`config.mk`:
```
export PLATFORM = sky130hd
export DESIGN_NAME = proc_param
export DESIGN_NICKNAME = d
export VERILOG_FILES = /design/src/rtl/proc_param.sv
export SDC_FILE = /design/constraint.sdc
export NUM_CORES = 1
export LEC_CHECK = 0
export ABC_AREA = 1
export CAP_MARGIN = 20
export CORE_MARGIN = 2
export CORE_UTILIZATION = 45
export CTS_BUF_LIST = sky130_fd_sc_hd__clkbuf_16
export CTS_CLUSTER_DIAMETER = 100
export DETAILED_ROUTE_END_ITERATION = 12
export DONT_BUFFER_PORTS = 1
export PLACE_DENSITY = 0.6
export SLEW_MARGIN = 15
export SYNTH_ARGS = -nofsm -noshare
export SYNTH_HDL_FRONTEND = slang
export SYNTH_SLANG_ARGS = --single-unit
```
`constraint.sdc`:
```
create_clock -name Clock -period 7.1 [get_ports Clock]
set_input_delay 1.42 -clock Clock [delete_from_list [all_inputs] [get_ports Clock]]
set_output_delay 1.42 -clock Clock [all_outputs]
set_load 0.005 [all_outputs]
```
`src/rtl/proc_param.sv`:
```
// Parametrised multi-cycle processor: one instruction at a time over a shared
// bus, with N-bit datapath, 2^RSEL registers, a zero flag and Run-gated fetch.
module proc_param #(
  parameter int N    = 16,
  parameter int RSEL = 3
) (
  input  logic         Clock,
  input  logic         Resetn,
  input  logic [N-1:0] DIN,
  input  logic         Run,
  output logic         Done,
  output logic [N-1:0] BusWires,
  output logic         Zero
);
  localparam int IW = 2*RSEL + 3;
  localparam int NR = 1 << RSEL;

  typedef enum logic [1:0] {T0, T1, T2, T3} step_t;
  typedef enum logic [2:0] {
    OP_MV, OP_MVI, OP_ADD, OP_SUB, OP_MVNZ, OP_AND, OP_NOP0, OP_NOP1
  } op_t;

  step_t            step, step_next;
  logic [IW-1:0]    ir;
  logic [N-1:0]     a, g, alu;
  logic [N-1:0]     regs [NR];
  op_t              op;
  logic [RSEL-1:0]  rx, ry, reg_idx;
  logic             is_alu;
  logic             ld_ir, ld_a, ld_g, wr_en;
  logic             sel_din, sel_g, sel_reg;

  assign op     = op_t'(ir[IW-1:2*RSEL]);
  assign rx     = ir[2*RSEL-1:RSEL];
  assign ry     = ir[RSEL-1:0];
  assign is_alu = (op == OP_ADD) || (op == OP_SUB) || (op == OP_AND);

  always_ff @(posedge Clock) begin
    if (!Resetn) step <= T0;
    else         step <= step_next;
  end

  always_comb begin
    step_next = step;
    case (step)
      T0: if (Run) step_next = T1;
      T1: step_next = is_alu ? T2 : T0;
      T2: step_next = T3;
      T3: step_next = T0;
      default: step_next = T0;
    endcase
  end

  always_comb begin
    Done    = 1'b0;
    ld_ir   = 1'b0;
    ld_a    = 1'b0;
    ld_g    = 1'b0;
    wr_en   = 1'b0;
    sel_din = 1'b0;
    sel_g   = 1'b0;
    sel_reg = 1'b0;
    reg_idx = ry;
    case (step)
      T0: ld_ir = Run;
      T1: begin
        case (op)
          OP_MV: begin
            sel_reg = 1'b1;
            wr_en   = 1'b1;
            Done    = 1'b1;
          end
          OP_MVI: begin
            sel_din = 1'b1;
            wr_en   = 1'b1;
            Done    = 1'b1;
          end
          OP_ADD, OP_SUB, OP_AND: begin
            sel_reg = 1'b1;
            reg_idx = rx;
            ld_a    = 1'b1;
          end
          OP_MVNZ: begin
            sel_reg = !Zero;
            wr_en   = !Zero;
            Done    = 1'b1;
          end
          default: Done = 1'b1;
        endcase
      end
      T2: begin
        sel_reg = 1'b1;
        ld_g    = 1'b1;
      end
      T3: begin
        sel_g = 1'b1;
        wr_en = 1'b1;
        Done  = 1'b1;
      end
      default: ;
    endcase
  end

  // Undriven bus reads as zero rather than floating.
  always_comb begin
    BusWires = '0;
    if (sel_din)      BusWires = DIN;
    else if (sel_g)   BusWires = g;
    else if (sel_reg) BusWires = regs[reg_idx];
  end

  always_comb begin
    case (op)
      OP_SUB:  alu = a + ~BusWires + {{(N-1){1'b0}}, 1'b1};
      OP_AND:  alu = a & BusWires;
      default: alu = a + BusWires;
    endcase
  end

  always_ff @(posedge Clock) begin
    if (!Resetn) begin
      ir   <= '0;
      a    <= '0;
      g    <= '0;
      Zero <= 1'b1;
      for (int unsigned k = 0; k < NR; k++) regs[k] <= '0;
    end else begin
      if (ld_ir) ir <= DIN[IW-1:0];
      if (ld_a)  a  <= BusWires;
      if (ld_g) begin
        g    <= alu;
        Zero <= (alu == '0);
      end
      if (wr_en) regs[rx] <= BusWires;
    end
  end
endmodule

```
### Placement view, run 1

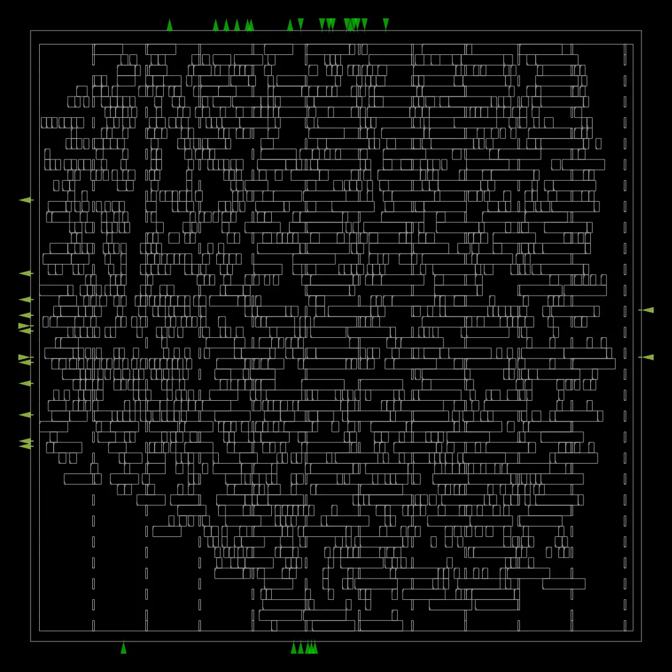
Fill cells: 2327
Placement Rows: 56

### PDN straps and rails, run 1

Drawn at 3 px/um. Pins as bars on the die edge.
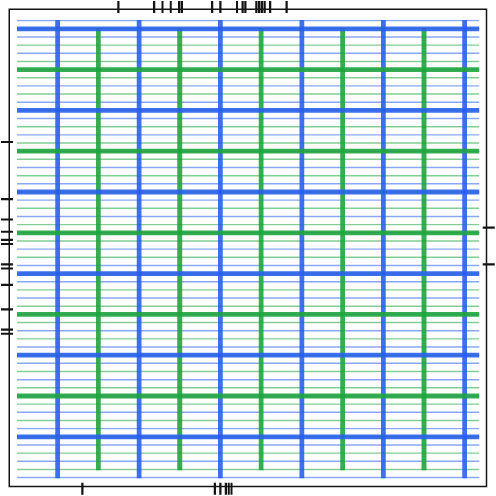
blue -> VSS
green -> VDD
rows = 56
signal pins = 37
met1 rails = 57

==> flow_summary.toml, run 1 <==
# yosys + openroad results
[run_status]
status = "complete, no violations"

[placement]
io_buffer_count = 0
place_congestion = 0.896
place_inst = 1706

[pwr]
total_power_uw = 3240
max-vdd-ir-drop_mv = 0.144
p_per_area_nw_per_um2 = 286

[grt]
antenna_found_initial = 0
grt_pass1_wl_mm = 47.8
grt-ovfl-total = 0
grt_max_degree = 65
grt_pass1_vias = 8523

[final_timing]
tightest_slew_ns = 1.11
finalCriticalPeriod_ns = 5.41
hold_viol = 0
slew_viol_final = 0
rsz0062_at_grt = "false"
finalClockPeriodUsage = 0.762
relSlewSlack = 0.259
finalSetupTns_ns = 0
max_freq_mhz = 185

[synthesis]
yosys.area_share.aoi = 0.0657
fp_nets = 1510
yosysTopAreaCell = "edfxtp_1"
edf_count = 128
ys_chip_area_um2 = 10800
synthArstFlopShare = 0
synth_cells = 1453
top_cell = "nand2_1"
syn_avg_cell_area_um2 = 7.40
mux_share = 0
ff_type = "edfxtp_1"
ys_cells = 1453
ys_sh_simple = 0.319
top_cell_area_share = 0.357
top_cells_by_area = "edfxtp_1 (36%), nand2_1 (12%), nand3_1 (9.5%)"
synth.distinct_cells = 32

[cts]
worstSkewPairLatency_ns = 0.43
cts_setup_buffers = 0
hold_buffers = 0
clock_path_buffers = 2
cts.root.buffer_cell = "clkbuf_16"
cts_tree = "built"
htree_levels = 4
cts_buffers = 17
clk_pin_slew_ns = 0.07

[worst_setup_path]
startpoint_type = "flop"
slowest_stage = "nand2_4"
cp_data_required_time_ns = 7.48
path_class = "reg2reg"
crit_fanout = 64

[floorplan]
die_x_um = 159
chip_area_um2 = 25100
initial_utilization = 0.458
core_um2 = 23500

[routing]
vias_per_cell = 5.23
vias = 9094
drt_iter0_drc = 686
drt-total-wl_mm = 30.8
dr.pass1.iters = 5
drc = 0

[finish]
nNetsFinal = 1463
combGateArea_um2 = 4640
diodes = 0
fin_cells = 1738
syn_to_final_growth_pct = 5.61
lay_top_count = "nand2_1"
lay_top_cells = "nand2_1 (340), inv_1 (257), nand3_1 (204)"

[job]
warnings = 45
maxCapViolCount = 0
### Cells by drive strength, run 1

Drawn at 1.5 px/um.
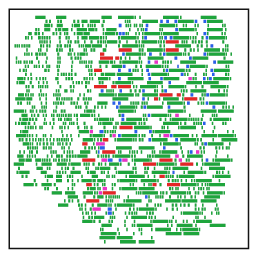
magenta -> _3 and _4 cells  # cells 15, most used buf_4
red -> _6 and larger  # cells 28, most used clkbuf_16
blue -> _2 cells  # cells 80, most used nor2_2
green -> _0 and _1 cells  # cells 1296, most used nand2_1

-- run 1: where the power goes --
| group | internal [uW] | switching (uW) |
|---|---|---|
| registers | 1150 | 37.6 |
| clock network | 469 | 459 |
| logic | 308 | 822 |
-- run 1: worst min-delay path: cells and delay by family (launching register included) --
family | cells | cell delay, ns
AND-OR/OR-AND | 1 | 0.06
buffers and inverters | 1 | 0.07
flip-flops | 1 | 0.31
-- run 1: path summary, 6_finish.rpt --
path / from / cells after the start / slack, ns / to
setup / recovery: ir[8]$_SDFFE_PN0P_ / 24 / 1.69 / Zero$_SDFFE_PN1P_
hold / removal: ir[1]$_SDFFE_PN0P_ / 2 / 0.48 / ir[1]$_SDFFE_PN0P_
setup reg to reg: ir[8]$_SDFFE_PN0P_ / 24 / 1.69 / Zero$_SDFFE_PN1P_
hold reg to reg: ir[1]$_SDFFE_PN0P_ / 2 / 0.48 / ir[1]$_SDFFE_PN0P_
-- run 1: sequential cells by signal, summed over array words and instances (netlist names), named ones only --
register  count
Zero          1
a            16
g            16
ir            9
regs        128
step          1
-- run 1: area by class of cell --
class                           count  area share
Clock buffer                       17      0.0375
Clock inverter                     15      0.0128
Inverter                          259      0.0856
Multi-Input combinational cell    949       0.408
Sequential cell                   172       0.416
Tap cell                          319      0.0351
Timing Repair Buffer                7     0.00463
-- run 1: per-stage QoR --
stage                     utilization  area (um^2)
after floorplan                     -        10800
after global placement          0.459        10800
after detailed placement        0.459        10800
after CTS                       0.484        11400
after global routing            0.484        11400
final                           0.484        11400
-- run 1: routing by layer --
| metal | GRT usage | up-vias | wire length [um] |
|---|---|---|---|
| met4 | 0.0875 | 0 | 792 |
| met1 | 0.337 | 4260 | 13400 |
| met3 | 0.0411 | 49 | 1890 |
| li1 | - | 4489 | - |
| met5 | 0 | - | 0 |
| met2 | 0.421 | 296 | 14700 |
==> run 1 -> run 2 <==
==> constraint.sdc (replaced) <==
create_clock -name Clock -period 5.45 [get_ports Clock]
set_input_delay 1.09 -clock Clock [delete_from_list [all_inputs] [get_ports Clock]]
set_output_delay 1.09 -clock Clock [all_outputs]
set_load 0.005 [all_outputs]
==> run 2 against run 1 <==
  * Via count grew 0.80%
  * Highest routed layer unchanged
  * Sequential power grew about 30%
  * Synthesized area is the same
  * Critical path type unchanged
  * Count of clock-buffer cells in the layout is the same
  * Clock skew shrank 0.0012 ns
  * Final cell count grew 1.3%
  * First-iteration DRC count grew 12%
  * Critical path depth grew 1
  * Largest power group unchanged
  * Flip-flop count is the same
==> flow_summary.toml, run 2 <==
# yosys + openroad results
[finish]
flops = 172
n_clock_buffer = 17
lay_top_count = "nand2_1"
syn_to_final_growth_pct = 7.74
nNonClkBuffers = 29
nNetsFinal = 1485
largestClassByArea = "registers"
top_regs = "regs (128), a (16), g (16)"
clockNetworkAreaShare = 0.0548
seq_share = 0.408
comb_area_share = 0.400
combGateArea_um2 = 4640
fillCellCount = 2371
largest_register_ff_count = 128
layout.nonclk_buf_frac = 0.0188
fin_cells = 1760
lay_top_cells = "nand2_1 (340), inv_1 (257), nand3_1 (204)"
inv_count = 259
design_area_um2 = 11600
diodes = 0

[routing]
drt_iter0_drc = 770
m1WireLength_mm = 13.8
drt-total-wl_mm = 30.5
highest_layer = "met4"
drc = 0
vias_per_cell = 5.21
dr.pass1.iters = 7
wl_met3_mm = 1.61
wl_met2_mm = 14.5

[final_timing]
hold_viol = 0
rsz0062_at_grt = "false"
finalCriticalPeriod_ns = 4.63
finalClockPeriodUsage = 0.850
finalSetupTns_ns = 0
relSlewSlack = 0.365
slew_viol_final = 0
tightest_slew_ns = 0.950

[synthesis]
synthArstFlopShare = 0
top_cell = "nand2_1"
edf_count = 128
syn_avg_cell_area_um2 = 7.40
ff_type = "edfxtp_1"
yosysTopAreaCell = "edfxtp_1"
top_cell_area_share = 0.357
synth_cells = 1453
synth.distinct_cells = 32
ys_cells = 1453
top_cells_by_area = "edfxtp_1 (36%), nand2_1 (12%), nand3_1 (9.5%)"

[worst_setup_path]
reg2reg_from = "ir[8]$_SDFFE_PN0P_"
worst-path-stages = 25
r2r_setup_slack_ns = 0.82
slowest_stage = "ha_1"
r2r_cells = 25
path_class = "reg2reg"
crit_fanout = 26
startpoint_type = "flop"
cp_data_required_time_ns = 5.83
worstSetupEndpoint = "Zero$_SDFFE_PN1P_"
worstReg2RegEnd = "Zero$_SDFFE_PN1P_"

[grt]
grt_max_degree = 47
grt-ovfl-total = 0
antenna_found_initial = 0
grt_pass1_wl_mm = 47.5
grt_pass1_vias = 8521

[floorplan]
num_tap_cells = 319
chip_area_um2 = 25100
num_rows = 56
die_x_um = 159
initial_utilization = 0.458

[cts]
htree_levels = 4
clk_pin_slew_ns = 0.07
worstSkewPairLatency_ns = 0.43
cts_buffers = 17
cts_tree = "built"
hold_buffers = 0
clock_path_buffers = 2
cts_setup_buffers = 0

[job]
warnings = 45
maxCapViolCount = 0

[pwr]
p_per_area_nw_per_um2 = 377

[run_status]
status = "complete, no violations"

[placement]
io_buffer_count = 0
place_congestion = 0.963
[run 2: cell counts after synthesis]
No cell type changed its count.
[run 2: worst min-delay path by stage]
stage | startpoint | end | cells after the start
floorplan | ir[1]$_SDFFE_PN0P_ | ir[1]$_SDFFE_PN0P_ | 2
finish | ir[1]$_SDFFE_PN0P_ | ir[1]$_SDFFE_PN0P_ | 2
global route | g[8]$_SDFFE_PN0P_ | g[8]$_SDFFE_PN0P_ | 2
global placement | ir[1]$_SDFFE_PN0P_ | ir[1]$_SDFFE_PN0P_ | 2
CTS | ir[1]$_SDFFE_PN0P_ | ir[1]$_SDFFE_PN0P_ | 2
detailed placement | ir[1]$_SDFFE_PN0P_ | ir[1]$_SDFFE_PN0P_ | 2
[run 2: metrics by stage]
step,util,total power (uW)
2_1_floorplan,-,2680
3_3_place_gp,0.467,3040
3_5_place_dp,0.467,3050
4_1_cts,0.494,4370
5_1_grt,0.494,4610
6_report,0.494,4370
[run 2: logic make-up after synthesis]
group / after synthesis / synth area share
AOI/OAI and AO/OA: 133 / 0.0657
xor gates and xnor gates: 1 / 0.000815
DFF: 172 / 0.439
and+or+nand+nor: 777 / 0.319
buffers and inverters: 332 / 0.130
adders and majority gates: 38 / 0.0456
[run 2: routing by layer]
| metal | vias to the layer above | GRT usage |
|---|---|---|
| li1 | 4528 | - |
| met1 | 4339 | 0.339 |
| met2 | 260 | 0.414 |
| met3 | 40 | 0.0362 |
| met4 | 0 | 0.0716 |
| met5 | - | 0 |
[run 2: power breakdown]
group          internal [uW]  total [uW]  leakage (uW)  switching, uW
Sequential              1500        1550       0.00168           51.1
Combinational            433        1490       0.00334           1060
Clock                    778        1330      0.000310            550
### Cells by drive strength, run 2

Drawn at 1.5 px/um.
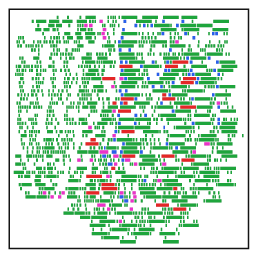
green -> _0 and _1 cells  # cells 1298, most used nand2_1
red -> _6 and larger  # cells 27, most used clkbuf_16
magenta -> _3 and _4 cells  # cells 37, most used buf_4
blue -> _2 cells  # cells 79, most used nor2_2

Power and IR drop assume default switching activity.
